==> src/rtl/seven_seg_scan_decoder.sv <==
// Seven-segment scan decoder: watches a multiplexed segment/strobe bus,
// qualifies each digit for stability, decodes the glyph back to a hex nibble
// and reassembles complete 4-digit frames into a 16-bit value.
//
// state | meaning
// IDLE  | strobe blank or multi-hot, nothing being qualified
// QUAL  | counting consecutive identical {segments, strobe} samples
// HELD  | current sample already qualified, waiting for it to change
module seven_seg_scan_decoder #(
  parameter bit          SEG_ACTIVE_LOW = 1'b1,
  parameter bit          DIG_ACTIVE_LOW = 1'b1,
  parameter int unsigned STABLE_CYCLES  = 4
) (
  input  logic        in_clk,
  input  logic        rst,
  input  logic [7:0]  Seven_Seg,
  input  logic [3:0]  digit,
  output logic [15:0] value,
  output logic [3:0]  dp_out,
  output logic        valid,
  output logic        frame_done,
  output logic        err_seg,
  output logic        err_digit
);

  // Counter value at which one more identical sample completes qualification.
  localparam logic [7:0] QUAL_LAST = 8'(STABLE_CYCLES - 1);

  typedef enum logic [1:0] {
    IDLE = 2'd0,
    QUAL = 2'd1,
    HELD = 2'd2
  } state_t;

  state_t           state;
  logic [7:0]       cnt;
  logic [7:0]       seg_s;
  logic [3:0]       dig_s;
  logic [7:0]       seg_prev;
  logic [3:0]       dig_prev;
  logic [3:0]       mask;
  logic [3:0][3:0]  slot_nib;
  logic [3:0]       slot_dp;

  logic             dig_onehot;
  logic             dig_multi;
  logic             same;
  logic [3:0]       dec_nib;
  logic             dec_legal;
  logic [3:0][3:0]  asm_nib;
  logic [3:0]       asm_dp;
  logic [3:0]       mask_next;

  // Register the raw buses and fold both polarities to active-high.
  always_ff @(posedge in_clk) begin
    if (rst) begin
      seg_s <= 8'h00;
      dig_s <= 4'h0;
    end else begin
      seg_s <= SEG_ACTIVE_LOW ? ~Seven_Seg : Seven_Seg;
      dig_s <= DIG_ACTIVE_LOW ? ~digit : digit;
    end
  end

  // Strobe classification and sample-to-sample comparison.
  always_comb begin
    dig_onehot = (dig_s != 4'h0) && ((dig_s & (dig_s - 4'd1)) == 4'h0);
    dig_multi  = (dig_s != 4'h0) && !dig_onehot;
    same       = (seg_s == seg_prev) && (dig_s == dig_prev);
  end

  // Glyph decode of the active-high gfedcba pattern; dp is not part of it.
  always_comb begin
    dec_legal = 1'b1;
    dec_nib   = 4'h0;
    case (seg_s[6:0])
      7'h3F: dec_nib = 4'h0;
      7'h06: dec_nib = 4'h1;
      7'h5B: dec_nib = 4'h2;
      7'h4F: dec_nib = 4'h3;
      7'h66: dec_nib = 4'h4;
      7'h6D: dec_nib = 4'h5;
      7'h7D: dec_nib = 4'h6;
      7'h07: dec_nib = 4'h7;
      7'h7F: dec_nib = 4'h8;
      7'h6F: dec_nib = 4'h9;
      7'h77: dec_nib = 4'hA;
      7'h7C: dec_nib = 4'hB;
      7'h39: dec_nib = 4'hC;
      7'h5E: dec_nib = 4'hD;
      7'h79: dec_nib = 4'hE;
      7'h71: dec_nib = 4'hF;
      default: dec_legal = 1'b0;
    endcase
  end

  // Slot contents as they would be after writing the current sample; the
  // one-hot strobe doubles as the slot write enable and the new mask bit.
  always_comb begin
    for (int i = 0; i < 4; i++) begin
      asm_nib[i] = dig_s[i] ? dec_nib  : slot_nib[i];
      asm_dp[i]  = dig_s[i] ? seg_s[7] : slot_dp[i];
    end
    mask_next = mask | dig_s;
  end

  // Qualification FSM, slot storage and frame assembly with registered outputs.
  always_ff @(posedge in_clk) begin
    if (rst) begin
      state      <= IDLE;
      cnt        <= 8'd0;
      seg_prev   <= 8'h00;
      dig_prev   <= 4'h0;
      mask       <= 4'h0;
      slot_nib   <= '0;
      slot_dp    <= 4'h0;
      value      <= 16'h0000;
      dp_out     <= 4'h0;
      valid      <= 1'b0;
      frame_done <= 1'b0;
      err_seg    <= 1'b0;
      err_digit  <= 1'b0;
    end else begin
      frame_done <= 1'b0;
      err_seg    <= 1'b0;
      err_digit  <= dig_multi;
      seg_prev   <= seg_s;
      dig_prev   <= dig_s;
      case (state)
        IDLE: begin
          if (dig_onehot) begin
            cnt   <= 8'd1;
            state <= QUAL;
          end
        end
        QUAL: begin
          if (!dig_onehot) begin
            state <= IDLE;
          end else if (!same) begin
            cnt <= 8'd1;
          end else if (cnt == QUAL_LAST) begin
            state <= HELD;
            if (dec_legal) begin
              slot_nib <= asm_nib;
              slot_dp  <= asm_dp;
              if (mask_next == 4'hF) begin
                value      <= asm_nib;
                dp_out     <= asm_dp;
                frame_done <= 1'b1;
                valid      <= 1'b1;
                mask       <= 4'h0;
              end else begin
                mask <= mask_next;
              end
            end else begin
              err_seg <= 1'b1;
            end
          end else begin
            cnt <= cnt + 8'd1;
          end
        end
        HELD: begin
          if (!dig_onehot) begin
            state <= IDLE;
          end else if (!same) begin
            cnt   <= 8'd1;
            state <= QUAL;
          end
        end
        default: state <= IDLE;
      endcase
    end
  end

endmodule

==> config.mk <==
export PLATFORM = sky130hd
export DESIGN_NAME = seven_seg_scan_decoder
export DESIGN_NICKNAME = d
export VERILOG_FILES = /design/src/rtl/seven_seg_scan_decoder.sv
export SDC_FILE = /design/constraint.sdc
export NUM_CORES = 1
export LEC_CHECK = 0
export CORE_ASPECT_RATIO = 1.4
export CORE_MARGIN = 2
export CORE_UTILIZATION = 60
export CTS_CLUSTER_SIZE = 16
export DETAILED_ROUTE_END_ITERATION = 8
export GPL_ROUTABILITY_DRIVEN = 1
export GPL_TIMING_DRIVEN = 0
export PLACE_DENSITY = 0.83
export SLEW_MARGIN = 30
export SYNTH_ARGS = -nofsm -noshare
export SYNTH_HDL_FRONTEND = slang
export SYNTH_SLANG_ARGS = --single-unit
==> constraint.sdc <==
create_clock -name in_clk -period 6.7 [get_ports in_clk]
set_input_delay 2.01 -clock in_clk [delete_from_list [all_inputs] [get_ports in_clk]]
set_output_delay 2.01 -clock in_clk [all_outputs]
set_load 0.03 [all_outputs]
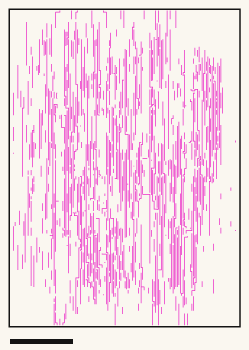
Fig. 1. The metal 2 layer.
Bar = 20 um.
The longest straight run is 44.5 um. 424 nets have wire on it.

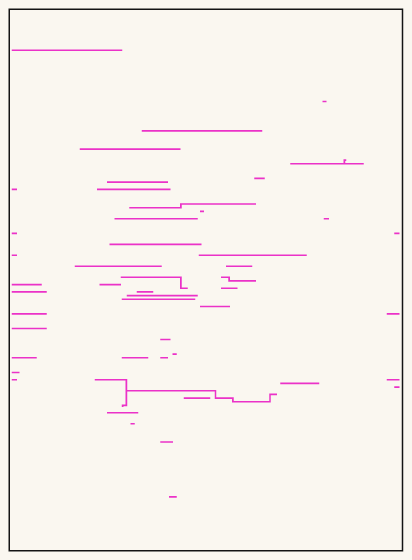
Fig. 2. Metal 3.
The layer holds 4.1% of the routed length. 36 nets have wire on it. The layer carries 368 um of wire. The wires run mostly horizontal.

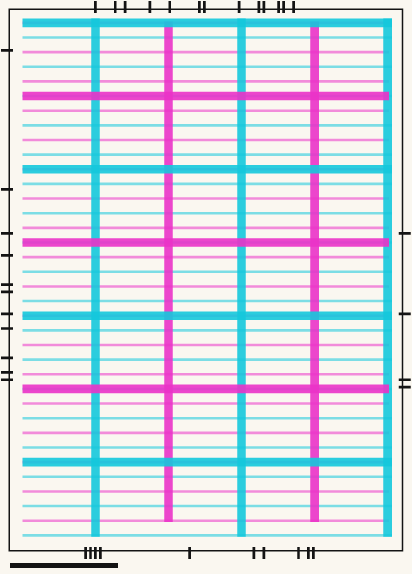
Fig. 3. PDN straps and rails.
Bar = 20 um. Pins as bars on the die edge.
Key: cyan = VSS; magenta = VDD
36 met1 rails follow the rows. 38 signal pins sit on the boundary. 5 straps on met4. The core has 35 rows.

==> PnR_summary.wiki <==
== Implementation results ==
{| class="wikitable"
! Metric !! Value
|-
| Regs by FF count || slot_nib (16), value (16)
|-
| Syn nets || 446
|-
| GR peak layer || met2
|-
| Launch point of the worst hold path || mask[3]$_SDFFE_PP0P_
|-
| CLK BUF || 12
|-
| Worst hold stages || 2
|-
| Number of buffers added by the clock tree synthesis step || 9
|-
| Number of multi-input combinational cells in the layout || ~300
|-
| Dominant register cell in the synthesized netlist || sky130_fd_sc_hd__dfxtp_1
|-
| Final global-route overflow total || 0
|-
| Layout area overhead || 16.1%
|-
| Combinational gate power || 0.0888 mW
|-
| Fraction of the cycle the final worst path needs || a little under three fifths
|-
| CTS H-tree depth || 3
|-
| Overall power after layout || 0.906 mW
|-
| Number of distinct library cell variants in the gate-level netlist after synthesis || a little under 60
|-
| Commonest cells post-synth || sky130_fd_sc_hd__dfxtp_1 (82), sky130_fd_sc_hd__nand2b_1 (46), sky130_fd_sc_hd__mux2i_1 (45)
|-
| Largest family of logic cells by area || simple AND/OR/NAND/NOR gates
|-
| Max-area cell share || 41.3%
|-
| Overall via count from detail_route || between 3000 and 4000
|-
| Part of the power in combinational logic || 9.8%
|-
| CP endpoint kind || flip-flop
|-
| Fraction of area in registers || 35.6%
|-
| Global-route total usage across every layer || 26.0%
|-
| Number of warnings issued by yosys || 0
|-
| Final setup violation count || 0
|-
| Dominant kind of cell by area || multi-input combinational cells
|-
| Number of register bits inferred by synthesis || 82
|-
| Number of instances in the synthesized netlist || about 430
|-
| Port bufs || 37
|-
| Maximum fanout count along the critical path || 10
|-
| Post-layout worst setup margin || roughly 2.9 ns
|-
| Adder Share, Synth || 0.567%
|-
| Number of buffers on the longest clock path || 2
|-
| Count of flip-flops with a built-in enable after synthesis || 0
|-
| Number of placed cells counting well taps || 542
|-
| Seq group || around 0.5 mW
|-
| Headroom to the max-slew limit || 52.6%
|-
| Cell Area, Placed || between 4000 and 5000 um2
|-
| Result of the run || complete, no violations
|-
| Internal Power || 0.676 mW
|-
| Final-layout worst hold slack || 0.466 ns
|-
| Biggest area cells || sky130_fd_sc_hd__dfxtp_1 (41%), sky130_fd_sc_hd__mux2i_1 (11%), sky130_fd_sc_hd__nand2b_1 (7.2%)
|-
| Mean post-synth cell area || 9.22 um2
|-
| Global-route track usage on met2 || 45.9%
|-
| Post-route minimum period || 3.79 ns
|-
| Path depth of the worst reg2reg path || 8
|-
| Filler Cells Inserted || roughly 500
|-
| Type of the worst setup path || input port to flip-flop
|-
| Critical path buffers and inverters || 4
|-
| Residual DRC || 0
|-
| Most common library cell in the layout ignoring fill and taps || sky130_fd_sc_hd__dfxtp_1
|-
| Net count of the finished layout || 494
|-
| Setup_tns || 0 ns
|-
| Insertion delay at the late pin of the worst-skew pair || 0.35 ns
|-
| Floorplan Core Area || between 6000 and 7000 um2
|-
| Worst min-delay path category || flip-flop to flip-flop
|-
| MUX area fraction || 11.3%
|-
| Fin cells || 558
|-
| Detail Route met2 WL || 4690 um
|-
| CTS hold repair buffers || 0
|-
| Setup bufs post-CTS || 0
|-
| Synth async-reset ratio || 0%
|-
| WL/cell || 16.2 um
|-
| Top power group || sequential cells
|-
| Number of antenna violations at the first check in global routing || 0
|-
| Die height || 100 um
|}
No activity file was given, so power comes from the tool's default toggle rates.
